<file path="src/rtl/conv_pkg.sv">
// Shared definitions for the 3x3 convolution scan controller: controller states
// and kernel geometry constants.
package conv_pkg;

    // Kernel edge length and number of taps per window.
    localparam int K    = 3;
    localparam int TAPS = K * K;

    // Controller states.
    typedef enum logic [1:0] {
        IDLE  = 2'd0,
        RUN   = 2'd1,
        DRAIN = 2'd2
    } state_t;

endpackage : conv_pkg

</file>
<file path="src/rtl/conv_addr_gen.sv">
// Window/tap counters for a valid-only 3x3 scan. Produces the row-major pixel
// address and the kernel tap index using incremental adders only.
module conv_addr_gen
    import conv_pkg::*;
#(
    parameter int IMG_W  = 256,
    parameter int IMG_H  = 256,
    parameter int ADDR_W = 16
) (
    input  logic              clk,
    input  logic              rst,
    input  logic              clr,
    input  logic              adv,
    output logic [ADDR_W-1:0] mem_addr,
    output logic [3:0]        coef_idx,
    output logic [15:0]       win_row,
    output logic [15:0]       win_col,
    output logic              last_tap
);

    // Step from the last tap of one kernel row to the first tap of the next.
    localparam logic [ADDR_W-1:0] ROW_STEP = ADDR_W'(IMG_W - (K - 1));
    // Step of the window base from the last column of a row to the next row.
    localparam logic [ADDR_W-1:0] WRAP_STEP = ADDR_W'(K);
    localparam logic [15:0]       LAST_C    = 16'(IMG_W - K);
    localparam logic [15:0]       LAST_R    = 16'(IMG_H - K);
    localparam logic [1:0]        KX_LAST   = 2'(K - 1);
    localparam logic [3:0]        TAP_LAST  = 4'(TAPS - 1);

    logic [3:0]        tap_reg,  tap_next;
    logic [1:0]        kx_reg,   kx_next;
    logic [15:0]       row_reg,  row_next;
    logic [15:0]       col_reg,  col_next;
    logic [ADDR_W-1:0] base_reg, base_next;
    logic [ADDR_W-1:0] addr_reg, addr_next;

    // Advance tap, then column, then row; the window base tracks r*IMG_W+c.
    always_comb begin
        tap_next  = tap_reg;
        kx_next   = kx_reg;
        row_next  = row_reg;
        col_next  = col_reg;
        base_next = base_reg;
        addr_next = addr_reg;
        if (clr) begin
            tap_next  = '0;
            kx_next   = '0;
            row_next  = '0;
            col_next  = '0;
            base_next = '0;
            addr_next = '0;
        end else if (adv) begin
            if (kx_reg != KX_LAST) begin
                kx_next   = kx_reg + 2'd1;
                tap_next  = tap_reg + 4'd1;
                addr_next = addr_reg + 1'b1;
            end else if (tap_reg != TAP_LAST) begin
                kx_next   = '0;
                tap_next  = tap_reg + 4'd1;
                addr_next = addr_reg + ROW_STEP;
            end else begin
                kx_next  = '0;
                tap_next = '0;
                if (col_reg != LAST_C) begin
                    col_next  = col_reg + 16'd1;
                    base_next = base_reg + 1'b1;
                    addr_next = base_reg + 1'b1;
                end else if (row_reg != LAST_R) begin
                    col_next  = '0;
                    row_next  = row_reg + 16'd1;
                    base_next = base_reg + WRAP_STEP;
                    addr_next = base_reg + WRAP_STEP;
                end else begin
                    col_next  = '0;
                    row_next  = '0;
                    base_next = '0;
                    addr_next = '0;
                end
            end
        end
    end

    // Counter registers.
    always_ff @(posedge clk or posedge rst) begin
        if (rst) begin
            tap_reg  <= '0;
            kx_reg   <= '0;
            row_reg  <= '0;
            col_reg  <= '0;
            base_reg <= '0;
            addr_reg <= '0;
        end else begin
            tap_reg  <= tap_next;
            kx_reg   <= kx_next;
            row_reg  <= row_next;
            col_reg  <= col_next;
            base_reg <= base_next;
            addr_reg <= addr_next;
        end
    end

    assign mem_addr = addr_reg;
    assign coef_idx = tap_reg;
    assign win_row  = row_reg;
    assign win_col  = col_reg;
    assign last_tap = (tap_reg == TAP_LAST) && (row_reg == LAST_R) && (col_reg == LAST_C);

endmodule : conv_addr_gen

</file>
<file path="src/rtl/conv_scan_ctrl.sv">
// 3x3 valid-convolution scan controller: frame FSM, read issue, MAC strobe
// alignment to the 1-cycle RAM latency, and output pixel / frame-end strobes.
module conv_scan_ctrl
    import conv_pkg::*;
#(
    parameter int IMG_W  = 256,
    parameter int IMG_H  = 256,
    parameter int ADDR_W = 16
) (
    input  logic              clk,
    input  logic              rst,
    input  logic              go,
    output logic              rdy,
    output logic              mem_rd,
    output logic [ADDR_W-1:0] mem_addr,
    output logic [3:0]        coef_idx,
    output logic              mac_clr,
    output logic              mac_en,
    output logic              done,
    output logic [15:0]       out_row,
    output logic [15:0]       out_col,
    output logic              frame_done
);

    // Parameter sanity checks at elaboration.
    if (IMG_W < K || IMG_H < K) begin : g_bad_size
        $error("conv_scan_ctrl: IMG_W and IMG_H must be at least 3");
    end
    if (ADDR_W < $clog2(IMG_W * IMG_H)) begin : g_bad_addr_w
        $error("conv_scan_ctrl: ADDR_W too narrow for IMG_W*IMG_H");
    end

    state_t state_reg, state_next;

    logic        issue;
    logic        last_tap;
    logic [15:0] win_row, win_col;

    // Tap-issue stage (aligned with read data returning from RAM).
    logic        mac_en_reg, mac_clr_reg, tap_end_reg, last_win_reg;
    logic [15:0] row_s1_reg, col_s1_reg;
    // Output stage.
    logic        done_reg, frame_done_reg;
    logic [15:0] out_row_reg, out_col_reg;

    // One tap is issued every cycle spent in RUN, so reads are back-to-back.
    assign issue = (state_reg == RUN);

    conv_addr_gen #(
        .IMG_W  (IMG_W),
        .IMG_H  (IMG_H),
        .ADDR_W (ADDR_W)
    ) u_addr_gen (
        .clk      (clk),
        .rst      (rst),
        .clr      (state_reg == IDLE),
        .adv      (issue),
        .mem_addr (mem_addr),
        .coef_idx (coef_idx),
        .win_row  (win_row),
        .win_col  (win_col),
        .last_tap (last_tap)
    );

    // State register.
    always_ff @(posedge clk or posedge rst) begin
        if (rst) begin
            state_reg <= IDLE;
        end else begin
            state_reg <= state_next;
        end
    end

    // Next-state logic: go only matters in IDLE; DRAIN waits for the final done.
    always_comb begin
        state_next = state_reg;
        case (state_reg)
            IDLE:    if (go)             state_next = RUN;
            RUN:     if (last_tap)       state_next = DRAIN;
            DRAIN:   if (frame_done_reg) state_next = IDLE;
            default:                     state_next = IDLE;
        endcase
    end

    // MAC/done alignment pipeline: stage 1 follows the read by one cycle, stage 2 by two.
    always_ff @(posedge clk or posedge rst) begin
        if (rst) begin
            mac_en_reg     <= 1'b0;
            mac_clr_reg    <= 1'b0;
            tap_end_reg    <= 1'b0;
            last_win_reg   <= 1'b0;
            row_s1_reg     <= '0;
            col_s1_reg     <= '0;
            done_reg       <= 1'b0;
            frame_done_reg <= 1'b0;
            out_row_reg    <= '0;
            out_col_reg    <= '0;
        end else begin
            mac_en_reg     <= issue;
            mac_clr_reg    <= issue && (coef_idx == 4'd0);
            tap_end_reg    <= issue && (coef_idx == 4'(TAPS - 1));
            last_win_reg   <= issue && last_tap;
            if (issue) begin
                row_s1_reg <= win_row;
                col_s1_reg <= win_col;
            end
            done_reg       <= tap_end_reg;
            frame_done_reg <= last_win_reg;
            if (tap_end_reg) begin
                out_row_reg <= row_s1_reg;
                out_col_reg <= col_s1_reg;
            end
        end
    end

    assign rdy        = (state_reg == IDLE);
    assign mem_rd     = issue;
    assign mac_en     = mac_en_reg;
    assign mac_clr    = mac_clr_reg;
    assign done       = done_reg;
    assign frame_done = frame_done_reg;
    assign out_row    = out_row_reg;
    assign out_col    = out_col_reg;

endmodule : conv_scan_ctrl

</file>
<file path="config.mk">
export PLATFORM = sky130hd
export DESIGN_NAME = conv_scan_ctrl
export DESIGN_NICKNAME = d
export VERILOG_FILES = /design/src/rtl/conv_pkg.sv /design/src/rtl/conv_addr_gen.sv /design/src/rtl/conv_scan_ctrl.sv
export SDC_FILE = /design/constraint.sdc
export NUM_CORES = 1
export LEC_CHECK = 0
export ABC_AREA = 1
export CORE_MARGIN = 10
export CORE_UTILIZATION = 40
export DETAILED_ROUTE_END_ITERATION = 8
export GPL_ROUTABILITY_DRIVEN = 0
export PLACE_DENSITY_LB_ADDON = 0.08
export SETUP_SLACK_MARGIN = 0.2
export SYNTH_ARGS = -nofsm -noshare
export SYNTH_HDL_FRONTEND = slang
export SYNTH_SLANG_ARGS = --single-unit
</file>
<file path="constraint.sdc">
create_clock -name clk -period 10.05 [get_ports clk]
set_input_delay 2.01 -clock clk [delete_from_list [all_inputs] [get_ports clk]]
set_output_delay 2.01 -clock clk [all_outputs]
set_load 0.01 [all_outputs]
</file>
Figure 1. Routed metal, one colour a layer (run 1).
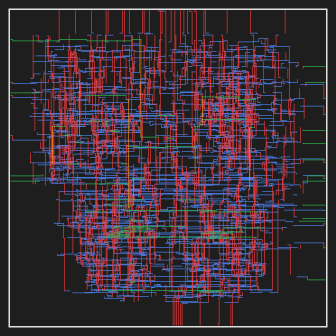
orange -> M4  # wire length 235 um
blue -> M1  # wire length 10200 um
green -> M3  # wire length 921 um
red -> M2  # wire length 9750 um
via count: 6910
final WL: 21100 um
GRT Total Usage: 16.5%
drt wl/cell: 15.4 um

Figure 2. Track usage over the die (run 1).
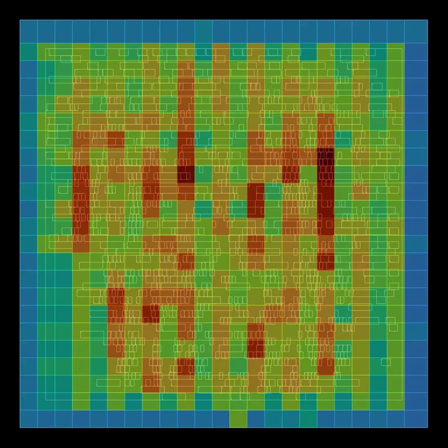
final core utilization: 47.7%
GRT busiest layer: met2

==> summary.txt, run 1 <==
flow finished, numbers: ys async rst share 100%, n_taps about 270, critical setup path kind reg -> out, clock-cell share of area 6.16%, Worst R2R Path Depth 6, Power Density around 200 nW/um2, DRT iter0 DRCs ~480, RSZ-0062 raised after global routing no, Root Buffer clkbuf_16, synth-to-layout area growth 17.3%, DP Wirelength roughly 15000 um, max incr delay on CP just under 0.7 ns, Synth Flop Type dfrtp_1, AO/OA Area Share 9.53%, postcts setup bufs 0, XORs/XNORs by Area roughly 1.7%, num ports between 60 and 70, sequential element share of the synthesized area around 45%, status finished clean, MI comb cells roughly 760, Via density approximately 5, hold depth 0
Figure 3. Metal 3 (run 1).
Bar = 50 um.
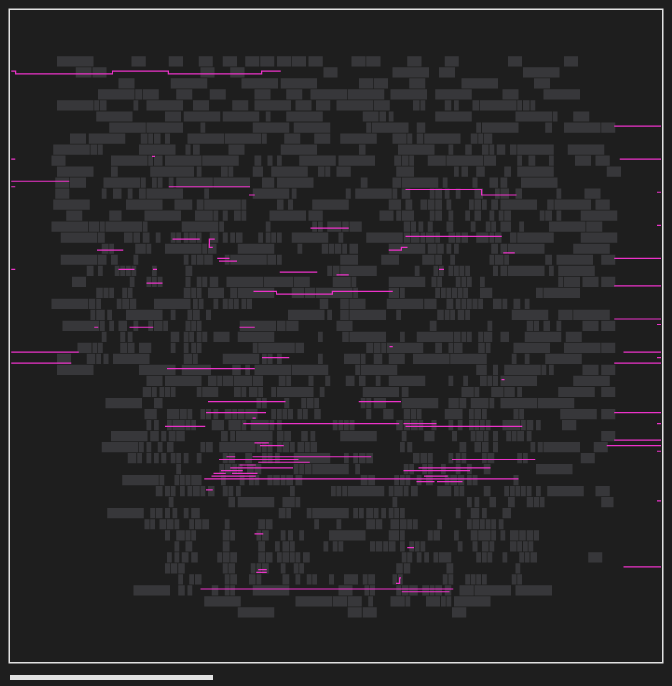
main direction = horizontal
wire length on this layer = 921 um
longest straight run = 77.3 um
share of all routed wire = 4.4%
nets with wire on the layer = 70
grt met3 use: 2.99%

Figure 4. Routed clock nets over the placement (run 1).
Bar = 50 um.
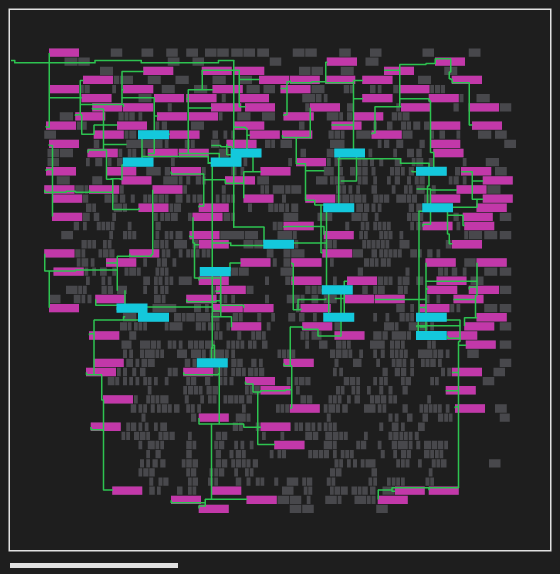
cyan -> clock-net drivers  # count 17
magenta -> flip-flops  # count 142
green -> clock wires  # length 1980 um
routed clock nets = 18
clk ins delay skew pair: 0.42 ns
Final Skew: 0.0100 ns
clk pwr: 0.620 mW

==> run 2, diff against run 1 <==
clock period = 3.5 ns   (was 10.05 ns; I/O delays follow)
Figure 5. Metal 3 (run 2).
Bar = 50 um.
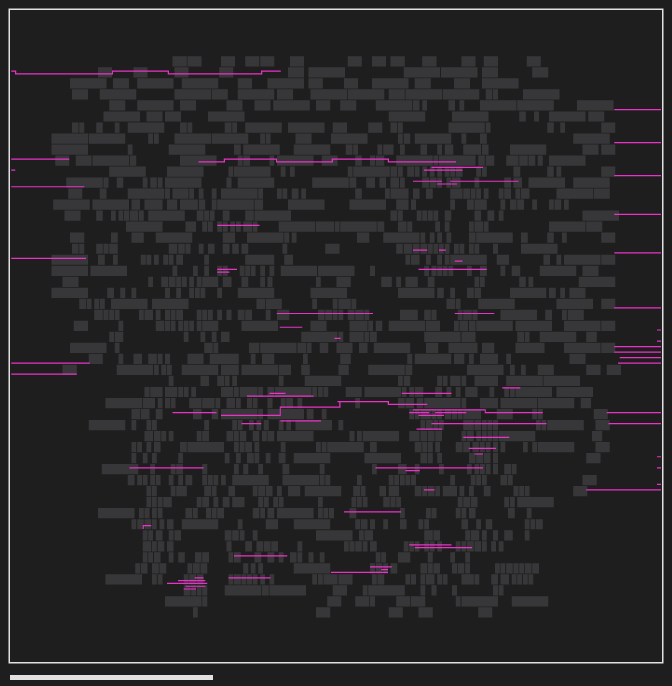
share of all routed wire = 4.1%
longest straight run = 28.1 um
main direction = horizontal
grt met3 use: 3.32%
via count: 6969
final WL: 21400 um

==> run 2 against run 1 <==
Effect of this change:
- worst setup slack worse by 4.9 ns
- power went up to 2.9 times the previous value
- sequential share of layout area is 0.17 points lower
- critical path depth is 1 higher
- synthesized area stayed put
- sequential cell count stayed put
- combinational power went up to 2.9 times the previous value
- clock power went up to 2.8 times the previous value
- critical path type unchanged
==> summary.txt, run 2 <==
flow finished, numbers: status finished clean, XORs/XNORs by Area 1.65%, DP Wirelength around 15000 um, critical setup path kind reg -> out, hold depth 0, vias in the first global route just under 7000, n_taps ~270, MI comb cells 763, clk ins delay skew pair roughly 0.43 ns, synth-to-layout area growth 17.9%, Synth area leader dfrtp_1, GRT Total Usage between 10% and 20%, max incr delay on CP just under 0.6 ns, num ports 61, logic depth of the worst path, buffers included 3, period utilization about 70%, main logic family after synthesis simple AND/OR/NAND/NOR gates, Clock buffer cells 18, AO/OA Area Share 9.53%, sequential element share of the synthesized area 44.7%, Total Power 5.36 mW, die height between 150 and 200 um, clock-cell share of area between 5 and 6%, Final Skew approximately 0.021 ns, number of enable flip-flop cells 0, DRT iter0 DRCs between 500 and 600, Fin. Hold Viols 0, final non-filler cell total 1377, final core utilization roughly 48%, non-clk buf share under 10%, RSZ-0062 raised after global routing no, clk pwr about 1.7 mW, Top Metal Used met4, Power Density roughly 570 nW/um2, Via density 5.06, ys async rst share 100%, hold buffer count at cts 0, postcts setup bufs 0, post-synthesis cell area 7940 um2, drt wl/cell between 15 and 20 um, Root Buffer clkbuf_16, Synth Flop Type dfrtp_1, Worst R2R Path Depth 7
Power figures rest on the tool's default switching activity, not on a simulated workload.
